`src/rtl/acc_pkg.sv`:
```
// Shared types, register map and helpers for the matrix accelerator job sequencer.
package acc_pkg;

    typedef enum logic [2:0] {
        ACC_IDLE,
        ACC_LOAD,
        ACC_CALC,
        ACC_WAIT,
        ACC_DONE
    } acc_state_e;

    localparam logic [11:0] ACC_CTRL_OFS  = 12'h000;
    localparam logic [11:0] ACC_DATA_OFS  = 12'h004;
    localparam logic        ACC_EN_VALUE  = 1'b1;
    localparam logic        ACC_END_VALUE = 1'b0;

    localparam int ACC_MAT_DIM    = 8;
    localparam int ACC_LOAD_WORDS = 64;
    localparam int ACC_STALL_MAX  = 255;
    localparam int ACC_STALL_W    = 8;

    // A job owns the bus-visible operand/result window while loading or computing.
    function automatic logic is_busy(input acc_state_e state);
        return state inside {ACC_LOAD, ACC_CALC, ACC_WAIT};
    endfunction

endpackage

```
`src/rtl/acc_stall_timer.sv`:
```
// Bounds APB wait states: after STALL_MAX held cycles the pending access is released with an error.
module acc_stall_timer
    import acc_pkg::*;
#(
    parameter int STALL_MAX = ACC_STALL_MAX,
    parameter int STALL_W   = ACC_STALL_W
) (
    input  logic HCLK,
    input  logic HRESETn,
    input  logic hold_i,
    output logic timeout_o
);

    logic [STALL_W-1:0] count_q;

    assign timeout_o = hold_i && (count_q == STALL_W'(STALL_MAX));

    always_ff @(posedge HCLK or negedge HRESETn) begin
        if (!HRESETn) begin
            count_q <= '0;
        end else if (!hold_i || timeout_o) begin
            count_q <= '0;
        end else begin
            count_q <= count_q + STALL_W'(1);
        end
    end

endmodule

```
`src/rtl/acc_seq_ctrl.sv`:
```
// Job sequencer: operand load, per-column ALU stepping, result hand-back and APB wait/error response.
module acc_seq_ctrl
    import acc_pkg::*;
#(
    parameter int MAT_DIM    = ACC_MAT_DIM,
    parameter int LOAD_WORDS = ACC_LOAD_WORDS,
    parameter int COL_W      = $clog2(MAT_DIM),
    parameter int CNT_W      = $clog2(LOAD_WORDS + 1),
    parameter int STALL_MAX  = ACC_STALL_MAX
) (
    input  logic             HCLK,
    input  logic             HRESETn,
    input  logic             start_i,
    input  logic             abort_i,
    input  logic             access_i,
    input  logic             write_i,
    input  logic             data_sel_i,
    input  logic             alu_done_i,
    output logic             load_en_o,
    output logic             alu_en_o,
    output logic [COL_W-1:0] col_counter_o,
    output logic [CNT_W-1:0] words_o,
    output logic             clk_req_o,
    output logic             busy_o,
    output logic             acc_finish_o,
    output logic             pready_o,
    output logic             pslverr_o
);

    acc_state_e       state_q, state_d;
    logic [COL_W-1:0] col_q;
    logic [CNT_W-1:0] words_q;
    logic             load_en_q, alu_en_q, clk_req_q, busy_q, finish_q;
    logic             data_wr, data_rd, load_wr, last_word, last_col;
    logic             new_job, read_hold, stall_err;

    assign data_wr   = access_i && write_i && data_sel_i;
    assign data_rd   = access_i && !write_i && data_sel_i;
    assign load_wr   = data_wr && (state_q == ACC_LOAD) && (words_q != CNT_W'(LOAD_WORDS));
    assign last_word = load_wr && (words_q == CNT_W'(LOAD_WORDS - 1));
    assign last_col  = (col_q == COL_W'(MAT_DIM - 1));
    assign new_job   = start_i && !abort_i && (state_q == ACC_IDLE || state_q == ACC_DONE);
    // Result reads wait for the job to finish rather than returning partial data.
    assign read_hold = data_rd && (state_q == ACC_CALC || state_q == ACC_WAIT);

    // NOTE: next state gets a default before the case so no path leaves it unassigned (no latch).
    always_comb begin
        state_d = state_q;
        if (abort_i) begin
            state_d = ACC_IDLE;
        end else begin
            case (state_q)
                ACC_IDLE, ACC_DONE: if (start_i) state_d = ACC_LOAD;
                ACC_LOAD:           if (last_word) state_d = ACC_CALC;
                ACC_CALC:           state_d = ACC_WAIT;
                ACC_WAIT:           if (alu_done_i) state_d = last_col ? ACC_DONE : ACC_CALC;
                default:            state_d = ACC_IDLE;
            endcase
        end
    end

    // NOTE: registers update with non-blocking assignments so each one samples pre-edge values.
    always_ff @(posedge HCLK or negedge HRESETn) begin
        if (!HRESETn) begin
            state_q   <= ACC_IDLE;
            words_q   <= '0;
            col_q     <= '0;
            load_en_q <= 1'b0;
            alu_en_q  <= 1'b0;
            clk_req_q <= 1'b0;
            busy_q    <= 1'b0;
            finish_q  <= 1'b0;
        end else begin
            state_q   <= state_d;
            load_en_q <= load_wr && !abort_i;
            alu_en_q  <= (state_d == ACC_CALC);
            busy_q    <= is_busy(state_d);
            finish_q  <= (state_d == ACC_DONE);
            // Keep the gated clock for one IDLE cycle so the last result beat settles.
            clk_req_q <= (state_q != ACC_IDLE) || (state_d != ACC_IDLE);
            if (abort_i || new_job) begin
                words_q <= '0;
                col_q   <= '0;
            end else begin
                if (load_wr) words_q <= words_q + CNT_W'(1);
                if (state_q == ACC_WAIT && alu_done_i && !last_col) col_q <= col_q + COL_W'(1);
            end
        end
    end

    acc_stall_timer #(
        .STALL_MAX(STALL_MAX)
    ) u_stall_timer (
        .HCLK     (HCLK),
        .HRESETn  (HRESETn),
        .hold_i   (read_hold),
        .timeout_o(stall_err)
    );

    assign pready_o  = !read_hold || stall_err;
    assign pslverr_o = stall_err
                    || (access_i && start_i && is_busy(state_q))
                    || (data_wr && state_q != ACC_LOAD)
                    || (data_rd && state_q == ACC_LOAD);

    assign load_en_o     = load_en_q;
    assign alu_en_o      = alu_en_q;
    assign col_counter_o = col_q;
    assign words_o       = words_q;
    assign clk_req_o     = clk_req_q;
    assign busy_o        = busy_q;
    assign acc_finish_o  = finish_q;

endmodule

```
`config.mk`:
```
export PLATFORM = sky130hd
export DESIGN_NAME = acc_seq_ctrl
export DESIGN_NICKNAME = d
export VERILOG_FILES = /design/src/rtl/acc_pkg.sv /design/src/rtl/acc_stall_timer.sv /design/src/rtl/acc_seq_ctrl.sv
export SDC_FILE = /design/constraint.sdc
export NUM_CORES = 1
export LEC_CHECK = 0
export CORE_ASPECT_RATIO = 0.5
export CORE_MARGIN = 1
export CORE_UTILIZATION = 30
export DETAILED_ROUTE_END_ITERATION = 12
export PLACE_DENSITY_LB_ADDON = 0.1
export RECOVER_POWER = 25
export SYNTH_ARGS = -nofsm -noshare
export SYNTH_HDL_FRONTEND = slang
export SYNTH_SLANG_ARGS = --single-unit
```
`constraint.sdc`:
```
create_clock -name HCLK -period 4.8 [get_ports HCLK]
set_input_delay 0.48 -clock HCLK [delete_from_list [all_inputs] [get_ports HCLK]]
set_output_delay 0.48 -clock HCLK [all_outputs]
set_load 0.02 [all_outputs]
```
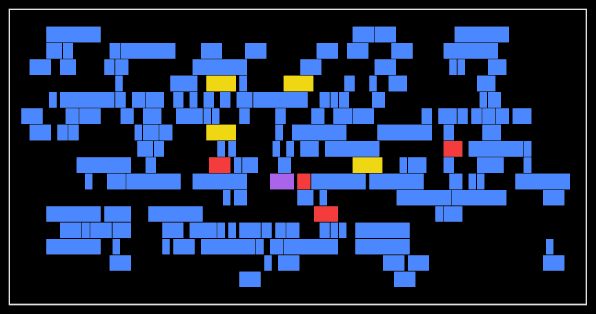
(run_1/drive_strength.png)
Scale: 6 px per um.
[drive 6 and up] yellow | cells: 4 | share: 2.4% | most used: clkbuf_8
[drive 2] red | cells: 4 | share: 2.4%
[drive 3 to 4] purple | cells: 1 | share: 0.61% | most used: or3b_4
[drive 1 or less] blue | cells: 155 | share: 95% | most used: dfrtp_1

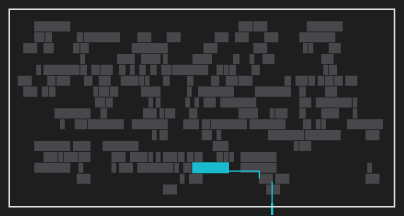
(run_1/port_nets.png)
Scale: 4 px per um.
[alu_en_o] cyan | bits: 1 | direction: output | edge: bottom | end cells: 1 | buffers: 1 | wire: 15.1 um

==> impl_metrics.json, run 1 <==
{
  "status": "completed",
  "clock_input_transition_at_the_sequential_cells_of_the_worst_setup_and_hold_paths_ns": 0.08,
  "intPower_mw": 0.310,
  "nonClkBufAreaFrac_pct": 14.5,
  "synth.area.mux_share_pct": 2.36,
  "fillerInstances": 430,
  "r2r-end": "words_o[5]",
  "worst-path-stages": 5,
  "pre_cts_setup_slack_ns": 1.99,
  "tritoncts": "yes",
  "top_area_cell_class": "registers",
  "setup.worst_path.start_class": "primary input",
  "fin_crit_ns": 2.79,
  "design.final.nets": 178,
  "net-switching-power_mw": 0.0918,
  "gr_peak_layer": "met2",
  "common_cells": "sky130_fd_sc_hd__dfrtp_1, sky130_fd_sc_hd__nor2_1, sky130_fd_sc_hd__nand2_1",
  "whs_endpoint": "u_stall_timer.count_q[3]",
  "largest_reg_flops": 8,
  "timing.hold.worst.start": "u_stall_timer.count_q[3]",
  "power_density_nw_per_um2": 239,
  "min_path_cells": 2,
  "post_route_cells_drive_above_1_share_pct": 5.49,
  "yosys_cells": 137,
  "nNonClkInverters": 7,
  "register_with_the_most_flip_flops": "u_stall_timer.count_q",
  "grt_max_degree": 27,
  "comb_cell_power_mw": 0.0364,
  "initial_utilization_pct": 32.6,
  "r2r_setup_slack_ns": 2.71,
  "top_logic_kind": "simple AND/OR/NAND/NOR gates",
  "ys_top_cells_by_area": "sky130_fd_sc_hd__dfrtp_1, sky130_fd_sc_hd__nor2_1, sky130_fd_sc_hd__ha_1, sky130_fd_sc_hd__xor2_1, sky130_fd_sc_hd__a21oi_1",
  "detailedRoute.firstIterationViolations": 49,
  "rsz0062_at_grt": "false",
  "routability_congestion_estimate_from_global_placement": 0.710,
  "crit_chain": "clkdlybuf4s50_1, a21oi_1, o41ai_1, o2bb2ai_1, clkdlybuf4s50_1",
  "num_io_pins": 25,
  "synth_compound_gate_area_share_pct": 13.0,
  "grt.met1_usage_pct": 19.5,
  "worst_setup_path_end_kind": "output port",
  "wire_length_of_the_first_global_routing_pass_mm": 4.93,
  "logic_area_sq_um": 638,
  "drt_drc_violations_left": 0
}
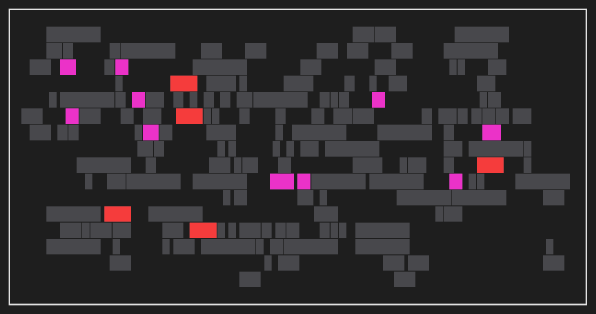
(run_1/gate_families.png)
Scale: 6 px per um.
[AND and OR gates] magenta | cells: 10
[adder and majority cells] red | cells: 5

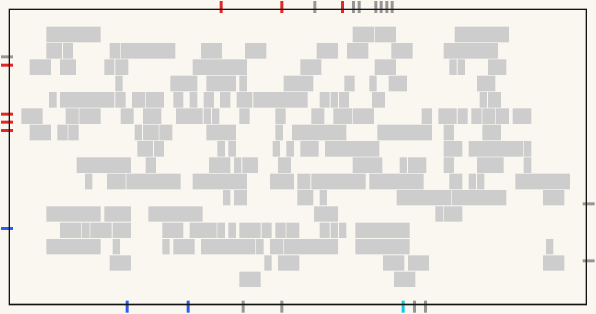
(run_1/pins.png)
Scale: 6 px per um. Pins as bars across the die edge, other pins in grey.
[words_o] red | pins: 7 | direction: output | edge: 4 left, 3 top
[alu_en_o] cyan | pins: 1 | direction: output | edge: bottom
[col_counter_o] blue | pins: 3 | direction: output | edge: 2 bottom, 1 left
all pins by edge: 10 top, 7 bottom, 6 left, 2 right
Die Height: 49.0 um
IO buf count: 24
Die X: 95.9 um

==> inputs of run 2 (changes only) <==
- clock period: 4.8 -> 2.7 ns (I/O delays scaled with it)
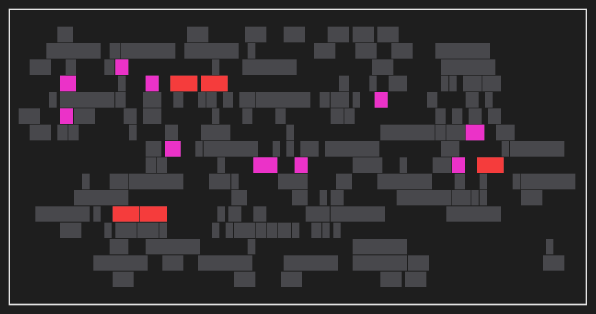
(run_2/gate_families.png)
Scale: 6 px per um.
[adder and majority cells] red | cells: 5
[AND and OR gates] magenta | cells: 10
number of standard cells in the final layout excluding fillers: 218
Top cell excl fill/tap: sky130_fd_sc_hd__dfrtp_1

==> run 2 against run 1 <==
- synthesized cell count unchanged
- register-to-register slack got worse by 2.1 ns
- sequential power increased by 78%
- global-route usage decreased by 0.10 points
- final area decreased by 0.37%
==> impl_metrics.json, run 2 <==
{
  "status": "completed",
  "min_path_cells": 1,
  "syn-cell-area_sq_um": 1320,
  "grt.met1_usage_pct": 19.1,
  "nNonClkInverters": 7,
  "nonClkBufAreaFrac_pct": 15.0,
  "wire_length_of_the_first_global_routing_pass_mm": 4.76,
  "comb_cell_power_mw": 0.0643,
  "die_y_um": 49.0,
  "design.final.nets": 179,
  "powerClk_mw": 0.217,
  "fmax_ghz": 0.402,
  "setup.worst_path.start_class": "register",
  "critical_path.n_buffers_inverters": 1,
  "area_share_clock_buf_inv_pct": 2.46,
  "worst-path-stages": 4,
  "r2r-end": "words_o[5]",
  "fillerInstances": 419,
  "yosys_area_sq_um": 1320,
  "post_route_cells_drive_above_1_share_pct": 5.49,
  "cts_buffer_depth": 2,
  "r2r_setup_slack_ns": 0.57,
  "initial_utilization_pct": 32.6,
  "pre_cts_setup_slack_ns": 0.326,
  "top_logic_kind": "simple AND/OR/NAND/NOR gates",
  "synth_compound_gate_area_share_pct": 13.0,
  "grt_max_degree": 27,
  "power.share.combinational_pct": 9.5,
  "die_area_sq_um": 4700,
  "clock_input_transition_at_the_sequential_cells_of_the_worst_setup_and_hold_paths_ns": 0.09,
  "vias": 1084,
  "intPower_mw": 0.521,
  "sequential_cell_area_sq_um": 651,
  "num_io_pins": 25,
  "power_density_nw_per_um2": 405,
  "largestPowerGroup": "sequential cells",
  "yosys_cells": 137,
  "fin_area_sq_um": 1680,
  "common_cells": "sky130_fd_sc_hd__dfrtp_1, sky130_fd_sc_hd__nor2_1, sky130_fd_sc_hd__nand2_1",
  "rsz0062_at_grt": "false",
  "antenna_cells_inserted": 0,
  "wirelength_met1_mm": 1.50,
  "detailedRoute.firstIterationViolations": 30,
  "logic_area_sq_um": 638,
  "finalWorstSetupSlack_ns": 0.211,
  "largest_reg_flops": 8,
  "detailedRoute.firstPassIterationCount": 4,
  "top_area_cell_class": "registers",
  "synth.area.mux_share_pct": 2.36,
  "register_with_the_most_flip_flops": "u_stall_timer.count_q",
  "ys_top_cells_by_area": "sky130_fd_sc_hd__dfrtp_1, sky130_fd_sc_hd__nor2_1, sky130_fd_sc_hd__ha_1, sky130_fd_sc_hd__xor2_1, sky130_fd_sc_hd__a21oi_1",
  "nMultiInputCombCells": 102,
  "most_common_cell": "sky130_fd_sc_hd__dfrtp_1",
  "drt_drc_violations_left": 0,
  "worst_setup_path_end_kind": "output port",
  "net-switching-power_mw": 0.157,
  "timing.hold.worst.start": "u_stall_timer.count_q[0]",
  "routability_congestion_estimate_from_global_placement": 0.725,
  "skew_ns": 0.00648,
  "placed_cells_incl_taps": 215,
  "whs_endpoint": "u_stall_timer.count_q[0]",
  "clock_power_share_pct": 32.0,
  "tritoncts": "yes",
  "die_width_um": 95.9,
  "grt_usage_pct": 13.5,
  "crit_chain": "nand2b_1, or3_1, a31o_2, clkdlybuf4s50_1",
  "design.seq.count": 26,
  "layout_top_cells": "sky130_fd_sc_hd__dfrtp_1, sky130_fd_sc_hd__clkdlybuf4s50_1, sky130_fd_sc_hd__nor2_1, sky130_fd_sc_hd__nand2_1",
  "fin_crit_ns": 2.49,
  "place.port_buffers": 24,
  "synth_top_area_share_pct": 49.1,
  "max_stage_delay_ns": 0.54,
  "top_signal_layer_used": "met4",
  "gr_peak_layer": "met2",
  "cts-htree-levels": 1
}
==> inputs of run 3 (changes only) <==
- clock period: 2.7 -> 2.5 ns (I/O delays scaled with it)
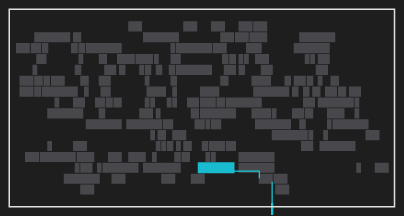
(run_3/port_nets.png)
Scale: 4 px per um.
[alu_en_o] cyan | bits: 1 | direction: output | edge: bottom | end cells: 1 | buffers: 1 | wire: 13.8 um
boundary pin count: 25

==> run 3 against run 2 <==
- clock skew grew 0.0012 ns
- final area grew 1.8%
- wire length shrank 1.3%
- via count grew 0.92%
- area after synthesis is the same
- first-iteration DRC count grew 17%
- critical path type unchanged
- largest cell class unchanged
- largest power group unchanged
==> impl_metrics.json, run 3 <==
{
  "clock_power_share_pct": 35.3,
  "intPower_mw": 0.597,
  "max_stage_delay_ns": 0.54,
  "top_area_cell_class": "registers",
  "critical_path.n_buffers_inverters": 1,
  "setup.worst_path.start_class": "register",
  "net-switching-power_mw": 0.176,
  "ys_top_cells_by_area": "sky130_fd_sc_hd__dfrtp_1, sky130_fd_sc_hd__nor2_1, sky130_fd_sc_hd__ha_1, sky130_fd_sc_hd__xor2_1, sky130_fd_sc_hd__a21oi_1",
  "antenna_cells_inserted": 0,
  "register_with_the_most_flip_flops": "u_stall_timer.count_q",
  "die_area_sq_um": 4700,
  "comb_cell_power_mw": 0.0710,
  "largest_reg_flops": 8,
  "yosys_cells": 137,
  "grt_usage_pct": 13.6,
  "placed_cells_incl_taps": 216,
  "powerClk_mw": 0.273,
  "drt_drc_violations_left": 0,
  "synth_compound_gate_area_share_pct": 13.0,
  "top_signal_layer_used": "met4",
  "fin_area_sq_um": 1710,
  "synth_top_area_share_pct": 49.1,
  "clock_input_transition_at_the_sequential_cells_of_the_worst_setup_and_hold_paths_ns": 0.08,
  "pre_cts_setup_slack_ns": 0.178,
  "grt.met1_usage_pct": 19.4,
  "whs_endpoint": "clk_req_o",
  "detailedRoute.firstIterationViolations": 35,
  "layout_top_cells": "sky130_fd_sc_hd__dfrtp_1, sky130_fd_sc_hd__clkdlybuf4s50_1, sky130_fd_sc_hd__nor2_1, sky130_fd_sc_hd__nand2_1",
  "synth.area.mux_share_pct": 2.36,
  "top_logic_kind": "simple AND/OR/NAND/NOR gates",
  "post_route_cells_drive_above_1_share_pct": 7.83,
  "r2r_setup_slack_ns": 0.45,
  "status": "completed",
  "crit_chain": "nand2b_1, or3_4, a31o_2, clkdlybuf4s50_1",
  "rsz0062_at_grt": "false",
  "common_cells": "sky130_fd_sc_hd__dfrtp_1, sky130_fd_sc_hd__nor2_1, sky130_fd_sc_hd__nand2_1"
}
Power is estimated from default activity; no workload was simulated.
